==> src/rtl/reg_dump_streamer_pkg.sv <==
// rtl/reg_dump_streamer_pkg.sv - shared state encoding and frame constants for the register dump stream
package reg_dump_streamer_pkg;

  typedef enum logic [2:0] {
    IDLE,
    HEADER,
    DATA,
    CHECKSUM,
    DONE
  } state_e;

  localparam logic [7:0] HEADER_BYTE = 8'hA5;
  localparam int         FRAME_BYTES = 24;
  localparam int         DATA_BYTES  = 22;

endpackage

==> src/rtl/reg_dump_streamer.sv <==
// rtl/reg_dump_streamer.sv - captures the register debug snapshot and streams it as a header/data/checksum byte frame
module reg_dump_streamer #(
  parameter int         NUM_REGS    = 11,
  parameter int         REG_WIDTH   = 16,
  parameter logic [7:0] HEADER_BYTE = reg_dump_streamer_pkg::HEADER_BYTE
) (
  input  logic                          clock,
  input  logic                          reset,
  input  logic [NUM_REGS*REG_WIDTH-1:0] debug_registers,
  input  logic                          start,
  output logic [7:0]                    byte_data,
  output logic                          byte_valid,
  input  logic                          byte_ready,
  output logic                          busy,
  output logic                          done
);
  import reg_dump_streamer_pkg::*;

  localparam int         DATA_W   = NUM_REGS * REG_WIDTH;
  localparam logic [4:0] LAST_IDX = 5'(NUM_REGS * (REG_WIDTH / 8) - 1);

  state_e              state_q, state_d;
  logic [DATA_W-1:0]   shadow_q, shadow_d;
  logic [7:0]          checksum_q, checksum_d;
  logic [4:0]          index_q, index_d;
  logic                accept;

  always_ff @(posedge clock) begin
    if (reset) begin
      state_q    <= IDLE;
      shadow_q   <= '0;
      checksum_q <= '0;
      index_q    <= '0;
    end else begin
      state_q    <= state_d;
      shadow_q   <= shadow_d;
      checksum_q <= checksum_d;
      index_q    <= index_d;
    end
  end

  // Valid comes only from the registered state, never from byte_ready.
  assign byte_valid = (state_q == HEADER) || (state_q == DATA) || (state_q == CHECKSUM);
  assign busy       = byte_valid;
  assign done       = (state_q == DONE);
  assign accept     = byte_valid && byte_ready;

  always_comb begin
    byte_data = 8'h00;
    case (state_q)
      HEADER:   byte_data = HEADER_BYTE;
      DATA:     byte_data = shadow_q[DATA_W-1 -: 8];
      CHECKSUM: byte_data = checksum_q;
      default:  byte_data = 8'h00;
    endcase
  end

  always_comb begin
    state_d    = state_q;
    shadow_d   = shadow_q;
    checksum_d = checksum_q;
    index_d    = index_q;
    case (state_q)
      IDLE: begin
        if (start) begin
          shadow_d   = debug_registers;
          checksum_d = 8'h00;
          index_d    = 5'd0;
          state_d    = HEADER;
        end
      end
      HEADER: begin
        if (accept) begin
          index_d = 5'd0;
          state_d = DATA;
        end
      end
      DATA: begin
        // Shifting keeps the current byte at the top, so no wide byte mux is needed.
        if (accept) begin
          checksum_d = checksum_q ^ shadow_q[DATA_W-1 -: 8];
          shadow_d   = {shadow_q[DATA_W-9:0], 8'h00};
          if (index_q == LAST_IDX) begin
            state_d = CHECKSUM;
          end else begin
            index_d = index_q + 5'd1;
          end
        end
      end
      CHECKSUM: begin
        if (accept) begin
          state_d = DONE;
        end
      end
      DONE:     state_d = IDLE;
      default:  state_d = IDLE;
    endcase
  end

endmodule

==> config.mk <==
export PLATFORM = sky130hd
export DESIGN_NAME = reg_dump_streamer
export DESIGN_NICKNAME = d
export VERILOG_FILES = /design/src/rtl/reg_dump_streamer_pkg.sv /design/src/rtl/reg_dump_streamer.sv
export SDC_FILE = /design/constraint.sdc
export NUM_CORES = 1
export LEC_CHECK = 0
export ABC_CLOCK_PERIOD_IN_PS = 4800
export CAP_MARGIN = 0
export CORE_ASPECT_RATIO = 1.1
export CORE_UTILIZATION = 25
export CTS_BUF_LIST = sky130_fd_sc_hd__clkbuf_16
export DETAILED_ROUTE_END_ITERATION = 8
export SYNTH_ARGS = -nofsm -noshare
export SYNTH_HDL_FRONTEND = slang
export SYNTH_SLANG_ARGS = --single-unit
==> constraint.sdc <==
create_clock -name clock -period 4.8 [get_ports clock]
set_input_delay 0.48 -clock clock [delete_from_list [all_inputs] [get_ports clock]]
set_output_delay 0.48 -clock clock [all_outputs]
set_load 0.03 [all_outputs]
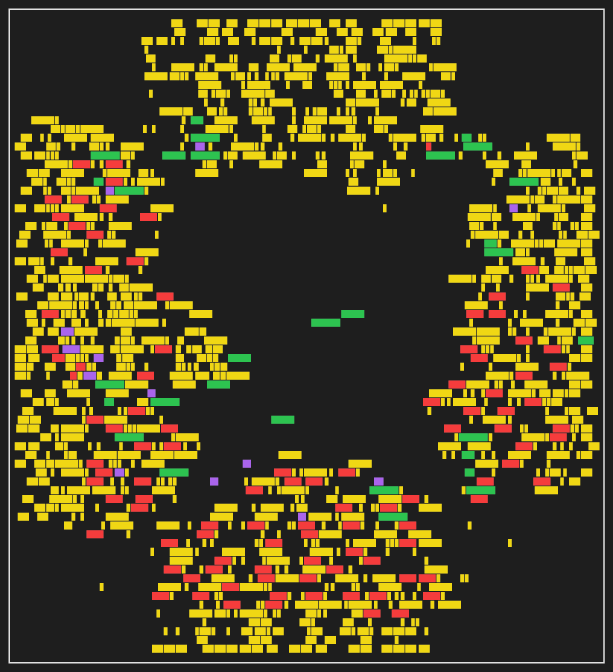
run_1/drive_strength.png
drive 1 or less -> yellow  # cells 1055, share 88%, most used nand2_1
drive 6 and up -> green  # cells 30, share 2.5%, most used clkbuf_16
drive 2 -> red  # cells 105, share 8.7%, most used a311oi_2
drive 3 to 4 -> purple  # cells 13, share 1.1%

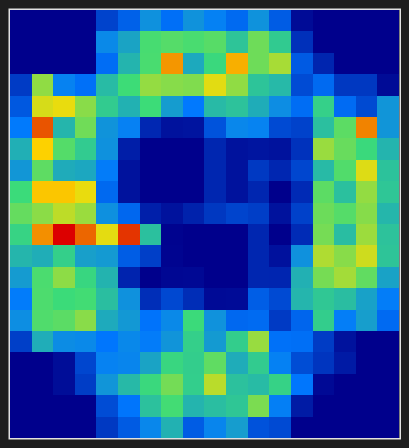
run_1/wire_density.png
The die is cut into 18 by 20 equal tiles; dark blue is low, red is high, scaled to the fullest tile. Values are wire area over tile area, all layers added.
fullest tile = 0.37
tiles over half the peak = 19%
densest ninth of the die = left middle

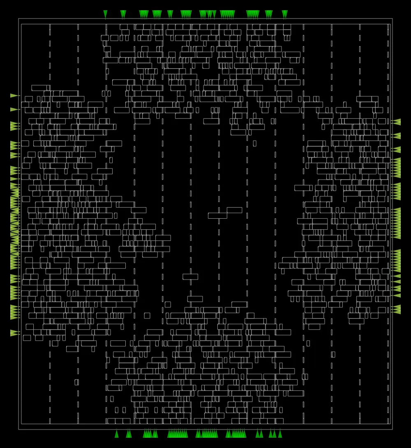
run_1/final_placement.png
fillcell total: 3723
proportion of cell area occupied by registers: 0.329
Cell Rows: 72
Well Taps: 481

==> metrics.sh, run 1 <==
OUTCOME='finished, final reports clean'
COMBINATIONALPOWER_uW=841
PATH_CELLS='inv_1 -> nor2_1 -> nand2_1 -> a21oi_1 -> clkdlybuf4s50_1'
INSERTEDDIODECOUNT=0
MET1WIRELENGTH_UM=11900
ASYNCSETRESETFLOPFRACSYNTH=0
FAMILY_OF_CELLS_WITH_THE_GREATEST_SUMMED_DELAY_ON_THE_CRITICAL_PATH='buffers and inverters'
CTSRESIZECOUNT=0
PLACE_INST=1652
MET3_LENGTH_UM=1110
GR-USAGE-MET2=0.210
CLOCK_NETWORK_FRACTION_OF_TOTAL_POWER=0.337
LARGEST_REG_FLOPS=176
MIN-DELAY-PATH-CLASS='flop to flop'
PWR.GROUP.SEQUENTIAL_mW=1.87
AVGSYNTHCELLAREA_UM2=8.41
GRT.MET1_USAGE=0.181
TOP_LAYER='met4'
LAYOUT_TOP_REGISTERS='shadow_q (176), checksum_q (8), index_q (5)'
SETUP.WORST_PATH.CLASS='flop to output port'
LEAKAGE_nW=4.13
CHIP_AREA_MM2=0.0369
YOSYS_CHIP_AREA_MM2=0.00903
MOST_NUMEROUS_CELL_TYPES_IN_THE_SYNTHESIZED_NETLIST='344 x nand2_1, 194 x nor2_1, 192 x dfxtp_1, 100 x a311oi_2, 68 x a311oi_1'
INITCOREUTIL=0.255
YOSYS.AREA_SHARE.AOI=0.251
ROUTE.ANTENNA.REMAINING_NETS=0
LAYOUT_SETUP_WS_PS=1870
ROUTED_WIRE_LENGTH_PER_INSTANCE_UM=14.6
CP.REQUIRED_PS=4320
DRV_SLEW=0
SYNTHCELLS=1074
DIE_WIDTH_UM=183
ENDPOINT_KIND='output port'
FINAL_LAYOUT_SIZE_SUFFIX_GT1_FRAC=0.123
WORST_PATH_MAX_DELAY_CELL='clkdlybuf4s50_1'
MAPPEDNETLISTAREA_MM2=0.00903
NUMPORTBUFFERS=190
CP.ARRIVAL_PS=2450
GRT_PASS1_VIAS=7651
SYN_TO_FINAL_GROWTH_PCT=29.4
P_INT_mW=2.82
MUXSHAREOFSYNTHAREA=0.00735
SYNTH_STAT.CELLS=1074
NUMBER_OF_VIOLATIONS_OF_THE_MAX_CAPACITANCE_LIMIT=0
GRTUSAGEMET3=0.0320
WORST-SLEW-PIN-TRANSITION_PS=1050
WORST_PATH_LARGEST_CELL_DELAY_PS=710
SYNTHFLOPTYPE='dfxtp_1'
PLACE_WORST_SETUP_SLACK_PS=1970
AREA_SHARE_OF_THE_LEADING_CELL_TYPE_IN_THE_SYNTHESIZED_NETLIST=0.426
NUMBER_OF_WARNINGS_THE_TOOLS_REPORTED=33
CTS.SINKS=192
FIRST_ITER_VIOLATIONS=549
TRITONCTS_CLOCK_TREE='yes'
YOSYS.AREA.TOP_TYPE='dfxtp_1'
GRT-BUSIEST-LAYER='met2'
FIRST_PASS_GRT_WIRE_LENGTH_UM=39500
POST-CTS-SETUP-BUFFER-COUNT=0
SYNTH_WARNINGS=0
YS_TOP_CELLS_BY_AREA='dfxtp_1 43%, a311oi_2 17%, nand2_1 14%'
MET2WIRELENGTH_UM=11300
FIN_CRIT_SH=0.610
POST-ROUTE-CELL-AREA_MM2=0.0117
ROUTE.VIAS.TOTAL=7953
TIMING.SETUP.TNS_PS=0
HP-START='shadow_q[167]$_SDFFE_PP0P_'
XOR_SHARE=0.00873
DETAILEDPLACEMENTHPWL_UM=16100
GRTUSAGETOTAL=0.134
YOSYSMOSTFREQUENTCELL='nand2_1'
SYN-NUM-NETS=1256
CTSHTREEMAXLEVEL=4
GP_ROUTABILITY_CONGESTION=0.787
DRT_FIRST_PASS_ITERS=4
COMB_POWER_SHARE=0.206
FP.COREAREA_MM2=0.0354
WORST_SLEW_MARGIN_REL=0.298
PWR_DENSITY_CELL_mW_PER_MM2=349
WORSTSKEWPAIRLATENCY_PS=450
FINAL-INSTANCE-COUNT-EXCL-FILL=1684
MOST_COMMON_CELL_AFTER_LAYOUT_FILL_AND_TAPS_ASIDE='nand2_1'
run 1: final timing paths:
check                               end  slack, ps  cells after the start
max                        byte_data[7]       1870                      5
min          shadow_q[175]$_SDFFE_PP0P_        480                      2
max reg2reg  shadow_q[129]$_SDFFE_PP0P_       1940                      5
min reg2reg  shadow_q[175]$_SDFFE_PP0P_        480                      2
run 1: cell type report:
type                            instances  area [um^2]
Tap cell                              481          602
Inverter                                2         7.51
Sequential cell                       192         3840
Clock buffer                           17          425
Multi-Input combinational cell        779         4650
Clock inverter                         15          126
Fill cell                            3723        23700
Timing Repair Buffer                  198         2030
run 1: worst register-to-register path: stages (launching register included):
cell      delay, ps
dfxtp_1         540
nor2_1          650
and2_4          590
buf_12          450
nor2_1          240
a311oi_1        300
==> run 2, diff against run 1 <==
Settings changed: ABC_CLOCK_PERIOD_IN_PS 4800 to 2900.
Clock period 4.8 ns to 2.9 ns, I/O delays scaled along.
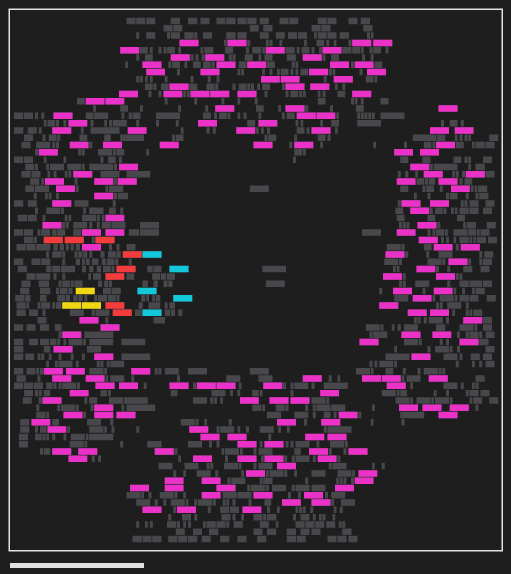
run_2/registers.png
Bar = 50 um. Other cells in grey.
`shadow_q` -> magenta  # placed flops 176, where spread over the die
`state_q` -> yellow  # placed flops 3
`checksum_q` -> red  # placed flops 8, where left middle
`index_q` -> cyan  # placed flops 5
power of the sequential group: 3.09 mW
register area: 0.00384 mm^2
proportion of cell area occupied by registers: 0.324

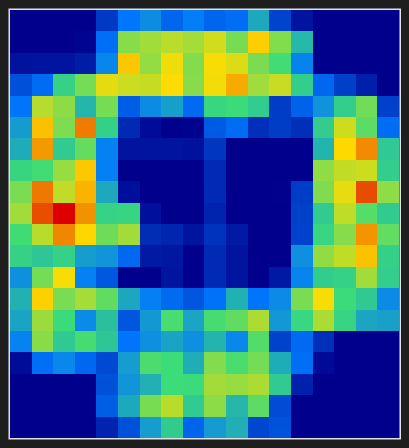
run_2/wire_density.png
The die is cut into 18 by 20 equal tiles; dark blue is low, red is high, scaled to the fullest tile. Values are wire area over tile area, all layers added.
nearly empty tiles = 24%
fullest tile = 0.34
mean over tiles = 0.10
densest ninth of the die = left middle

==> metrics.sh, run 2 <==
DETAILEDPLACEMENTHPWL_UM=16700  # was 16100 um
WORST-R2R-CELL-COUNT=4  # was 5
PLACE_WORST_SETUP_SLACK_PS=444  # was 1970 ps
PATH_CELLS='inv_1 -> nor2_1 -> nand2_1 -> a21oi_1 -> clkdlybuf4s50_1'  # unchanged
WORST_SLEW_MARGIN_REL=0.395  # was 0.298
ASYNCSETRESETFLOPFRACSYNTH=0  # unchanged
XOR_SHARE=0.00873  # unchanged
MUXSHAREOFSYNTHAREA=0.00735  # unchanged
HP-START='debug_registers[125]'  # was shadow_q[167]$_SDFFE_PP0P_
CHIP_AREA_MM2=0.0369  # unchanged
NONCLOCKBUFFERCOUNT=208  # was 198
SETUP.WORST_PATH.CLASS='flop to output port'  # unchanged
GRT.MET1_USAGE=0.185  # was 0.181
MAPPEDNETLISTAREA_MM2=0.00903  # unchanged
FAMILY_OF_CELLS_WITH_THE_GREATEST_SUMMED_DELAY_ON_THE_CRITICAL_PATH='buffers and inverters'  # unchanged
SYNTHFLOPTYPE='dfxtp_1'  # unchanged
PWR_DENSITY_CELL_mW_PER_MM2=596  # was 349 mW/mm^2
FIN_CRIT_SH=0.938
LARGEST_REG_FLOPS=176  # unchanged
WORST-SLEW-PIN-TRANSITION_PS=908  # was 1050 ps
SYNTH_WARNINGS=0  # unchanged
SETUP.REG_TO_REG.WORST_SLACK_PS=610  # was 1940 ps
NONCLOCKINVERTERCOUNT=2  # unchanged
CTS.SINKS=192  # unchanged
OUTCOME='finished, final reports clean'  # unchanged
YOSYS.AREA.TOP_TYPE='dfxtp_1'  # unchanged
NUMPORTBUFFERS=190  # unchanged
CTSRESIZECOUNT=0  # unchanged
AREA_DOMINANT_CLASS='combinational gates'  # unchanged
AREA_SHARE_OF_THE_LEADING_CELL_TYPE_IN_THE_SYNTHESIZED_NETLIST=0.426  # unchanged
POST-CTS-SETUP-BUFFER-COUNT=0  # unchanged
PLACE_INST=1662  # was 1652
P_INT_mW=5.03  # was 2.82 mW
GR-USAGE-MET2=0.214  # was 0.210
GRT_PASS1_VIAS=7798  # was 7651
DIE_WIDTH_UM=183  # unchanged
MULTIINPUTCOMBCELLCOUNT=779  # unchanged
MET1WIRELENGTH_UM=12000  # was 11900 um
GRTUSAGEMET3=0.0311  # was 0.0320
FIRST_ITER_VIOLATIONS=477  # was 549
CP.ARRIVAL_PS=2430  # was 2450 ps
CLOCK_BUFFERS=17  # unchanged
CTSHTREEMAXLEVEL=4  # unchanged
MULTIINPUTGATEAREA_MM2=0.00465  # unchanged
SYNTH_STAT.CELLS=1074  # unchanged
TIMING.SETUP.TNS_PS=0  # unchanged
GRTUSAGETOTAL=0.136  # was 0.134
GRT-BUSIEST-LAYER='met2'  # unchanged
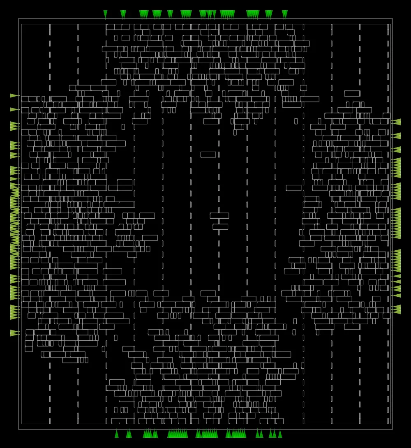
run_2/final_placement.png
Core Box Area: 0.0354 mm^2
fillcell total: 3698
Final Core Density: 0.335
FF+latch count: 192

## run 2: power groups by stage
stage / Clock [mW] / Sequential [mW] / Combinational [mW]
finish: 2.57 / 3.09 / 1.43
detailed placement: 0 / 3.15 / 1.44
global route: 2.76 / 3.13 / 1.58
floorplan: 0 / 3.09 / 1.01
CTS: 2.64 / 3.09 / 1.44
global placement: 0 / 3.14 / 1.40
## run 2: stage by stage
step | util | hold WS [ps]
floorplan | - | 438
global placement | 0.318 | 469
detailed placement | 0.318 | 476
CTS | 0.335 | 378
global route | 0.335 | 386
finish | 0.335 | 399
## run 2: cell families after synthesis
logic type / count (synthesis)
XOR/XNOR: 9
AND/OR/NAND/NOR: 567
buffers and inverters: 103
adder cells (fa/ha/maj): 2
flip-flops: 192
AND-OR/OR-AND: 195
multiplexers: 6
==> run 3, diff against run 2 <==
Settings changed: CORE_MARGIN from default to 1, SKIP_CTS_REPAIR_TIMING from default to 1.
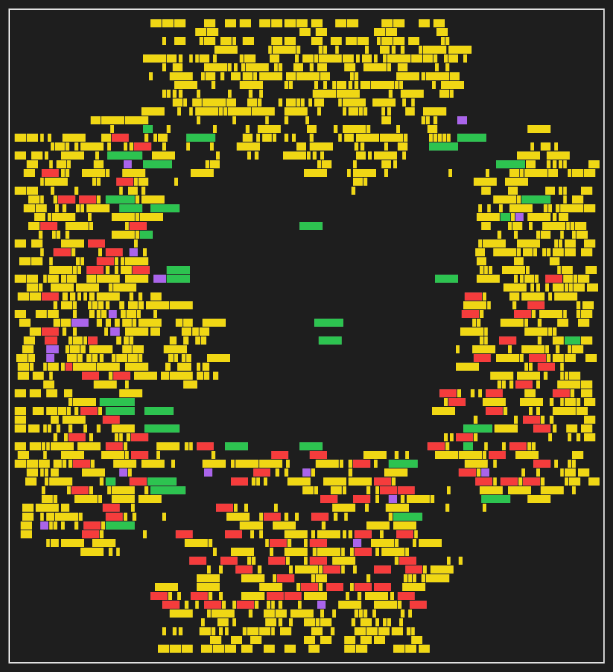
run_3/drive_strength.png
drive 2 -> red  # cells 104, share 8.6%, most used a311oi_2
drive 6 and up -> green  # cells 35, share 2.9%, most used clkbuf_16
drive 3 to 4 -> purple  # cells 18, share 1.5%, most used buf_4
drive 1 or less -> yellow  # cells 1056, share 87%, most used nand2_1

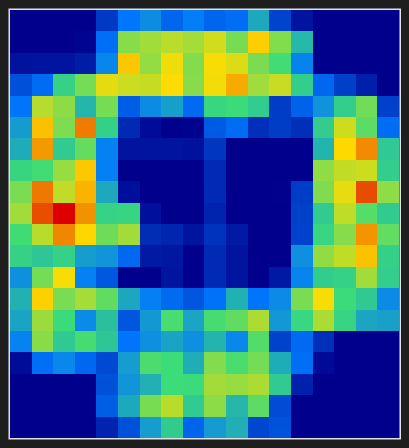
run_3/wire_density.png
The die is cut into 18 by 20 equal tiles; dark blue is low, red is high, scaled to the fullest tile. Values are wire area over tile area, all layers added.
emptiest ninth of the die = middle
fullest tile = 0.34
tiles over half the peak = 28%
densest ninth of the die = left middle
total number of vias: 7946
overall routed net length: 24700 um
Overall Global Routing Usage: 0.136
routed wire length per instance: 14.6 um

==> metrics.sh, run 3 <==
COMBINATIONALPOWER_mW=1.43  # about the same
MET3_LENGTH_UM=1110  # unchanged
ROUTE.ANTENNA.REMAINING_NETS=0  # unchanged
SYN-NUM-NETS=1256  # unchanged
WORST-R2R-CELL-COUNT=4  # unchanged
YOSYSMOSTFREQUENTCELL='nand2_1'  # unchanged
FINAL_CORE_UTILIZATION=0.335  # unchanged
POST-ROUTE-CELL-AREA_MM2=0.0119  # unchanged
MET1WIRELENGTH_UM=12000  # unchanged
FIRST_PASS_GRT_WIRE_LENGTH_UM=40100  # unchanged
GP_ROUTABILITY_CONGESTION=0.783  # unchanged
CP.ARRIVAL_PS=2430  # about the same
FILLCELL_TOTAL=3698  # unchanged
LEAKAGE_nW=4.22  # unchanged
WORSTSKEWPAIRLATENCY_PS=450  # about the same
CHIP_AREA_MM2=0.0369  # unchanged
LAYOUT_SETUP_WS_PS=179  # unchanged
WORSTHOLDPATHCELLS=3  # unchanged
SYNTH_WARNINGS=0  # unchanged
DEPTH_OF_THE_CRITICAL_TIMING_PATH_WITH_BUFFERS_AND_INVERTERS_INCLUDED=5  # unchanged
LARGEST_REG_FLOPS=176  # unchanged
WORST_SETUP_PATH_ENDPOINT='byte_data[7]'  # unchanged
WORST_PATH_LARGEST_CELL_DELAY_PS=710  # about the same
MOST_COMMON_CELL_AFTER_LAYOUT_FILL_AND_TAPS_ASIDE='nand2_1'  # unchanged
WORST_PATH_MAX_DELAY_CELL='clkdlybuf4s50_1'  # unchanged
CTSHTREEMAXLEVEL=4  # unchanged
NUMBER_OF_VIOLATIONS_OF_THE_MAX_CAPACITANCE_LIMIT=0  # unchanged
WORST_SLEW_MARGIN_REL=0.395  # unchanged
OUTCOME='finished, final reports clean'  # unchanged
ASYNCSETRESETFLOPFRACSYNTH=0  # unchanged
FINAL-INSTANCE-COUNT-EXCL-FILL=1694  # unchanged
GRT_PASS1_VIAS=7798  # unchanged
SYNTHFLOPTYPE='dfxtp_1'  # unchanged
FINAL_LAYOUT_SIZE_SUFFIX_GT1_FRAC=0.129  # unchanged
DRV_SLEW=0  # unchanged
AVGSYNTHCELLAREA_UM2=8.41  # unchanged
PWR_DENSITY_CELL_mW_PER_MM2=596  # unchanged
INSERTEDDIODECOUNT=0  # unchanged
DIE_WIDTH_UM=183  # unchanged
AREA_SHARE_OF_THE_LEADING_CELL_TYPE_IN_THE_SYNTHESIZED_NETLIST=0.426  # unchanged
YS_TOP_CELLS_BY_AREA='dfxtp_1 43%, a311oi_2 17%, nand2_1 14%'  # unchanged
MAPPEDNETLISTAREA_MM2=0.00903  # unchanged
NUMPORTBUFFERS=190  # unchanged
SYNTHCELLS=1074  # unchanged
SYNTH_STAT.CELLS=1074  # unchanged
GRT.MET1_USAGE=0.185  # unchanged
CLOCK_NETWORK_FRACTION_OF_TOTAL_POWER=0.362  # about the same
LAYOUT_TOP_REGISTERS='shadow_q (176), checksum_q (8), index_q (5)'  # unchanged
TIMING.HOLD.WS_PS=399  # unchanged
TOP_LAYER='met4'  # unchanged
CLOCKNETWORKPOWER_mW=2.57  # about the same
FP.COREAREA_MM2=0.0354  # unchanged
CP.REQUIRED_PS=2610  # about the same
PWR.GROUP.SEQUENTIAL_mW=3.09  # about the same
RR_ENDPOINT='shadow_q[73]$_SDFFE_PP0P_'  # unchanged
PLACE_INST=1662  # unchanged
SYN_TO_FINAL_GROWTH_PCT=31.6  # unchanged
HP-START='debug_registers[125]'  # unchanged
YOSYS.AREA.TOP_TYPE='dfxtp_1'  # unchanged
GRTUSAGEMET3=0.0311  # unchanged
CTS.SINKS=192  # unchanged
GR-USAGE-MET2=0.214  # unchanged
SETUP.WORST_PATH.CLASS='flop to output port'  # unchanged
FAMILY_OF_CELLS_WITH_THE_GREATEST_SUMMED_DELAY_ON_THE_CRITICAL_PATH='buffers and inverters'  # unchanged
DRT_FIRST_PASS_ITERS=5  # unchanged
COMB_POWER_SHARE=0.201  # about the same
MOST_NUMEROUS_CELL_TYPES_IN_THE_SYNTHESIZED_NETLIST='344 x nand2_1, 194 x nor2_1, 192 x dfxtp_1, 100 x a311oi_2, 68 x a311oi_1'  # unchanged
MET2WIRELENGTH_UM=11300  # unchanged
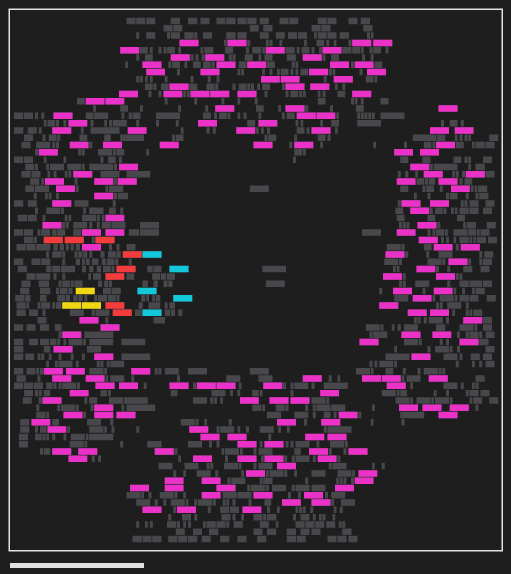
run_3/registers.png
Bar = 50 um. Other cells in grey.
`checksum_q` -> red  # placed flops 8, where left middle
`state_q` -> yellow  # placed flops 3
`index_q` -> cyan  # placed flops 5
`shadow_q` -> magenta  # placed flops 176, where spread over the die

==> run 3: cell type report <==
| cell class | count | area [um^2] | share of cell area |
|---|---|---|---|
| inverter | 2 | 7.51 | 0.000632 |
| clock buffer | 17 | 425 | 0.0358 |
| timing repair buffer | 208 | 2140 | 0.180 |
| clock inverter | 15 | 205 | 0.0173 |
| sequential | 192 | 3840 | 0.324 |
| tap | 481 | 602 | 0.0507 |
| multi-input combinational | 779 | 4650 | 0.392 |
==> run 3: kinds of logic after synthesis <==
| logic type | after synthesis | synth area share |
|---|---|---|
| and+or+nand+nor | 567 | 0.245 |
| AOI/OAI and AO/OA | 195 | 0.251 |
| DFF | 192 | 0.426 |
| buffers and inverters | 103 | 0.0592 |
| xor gates and xnor gates | 9 | 0.00873 |
| muxes | 6 | 0.00735 |
| adders and majority gates | 2 | 0.00277 |
Power and IR drop assume default switching activity.
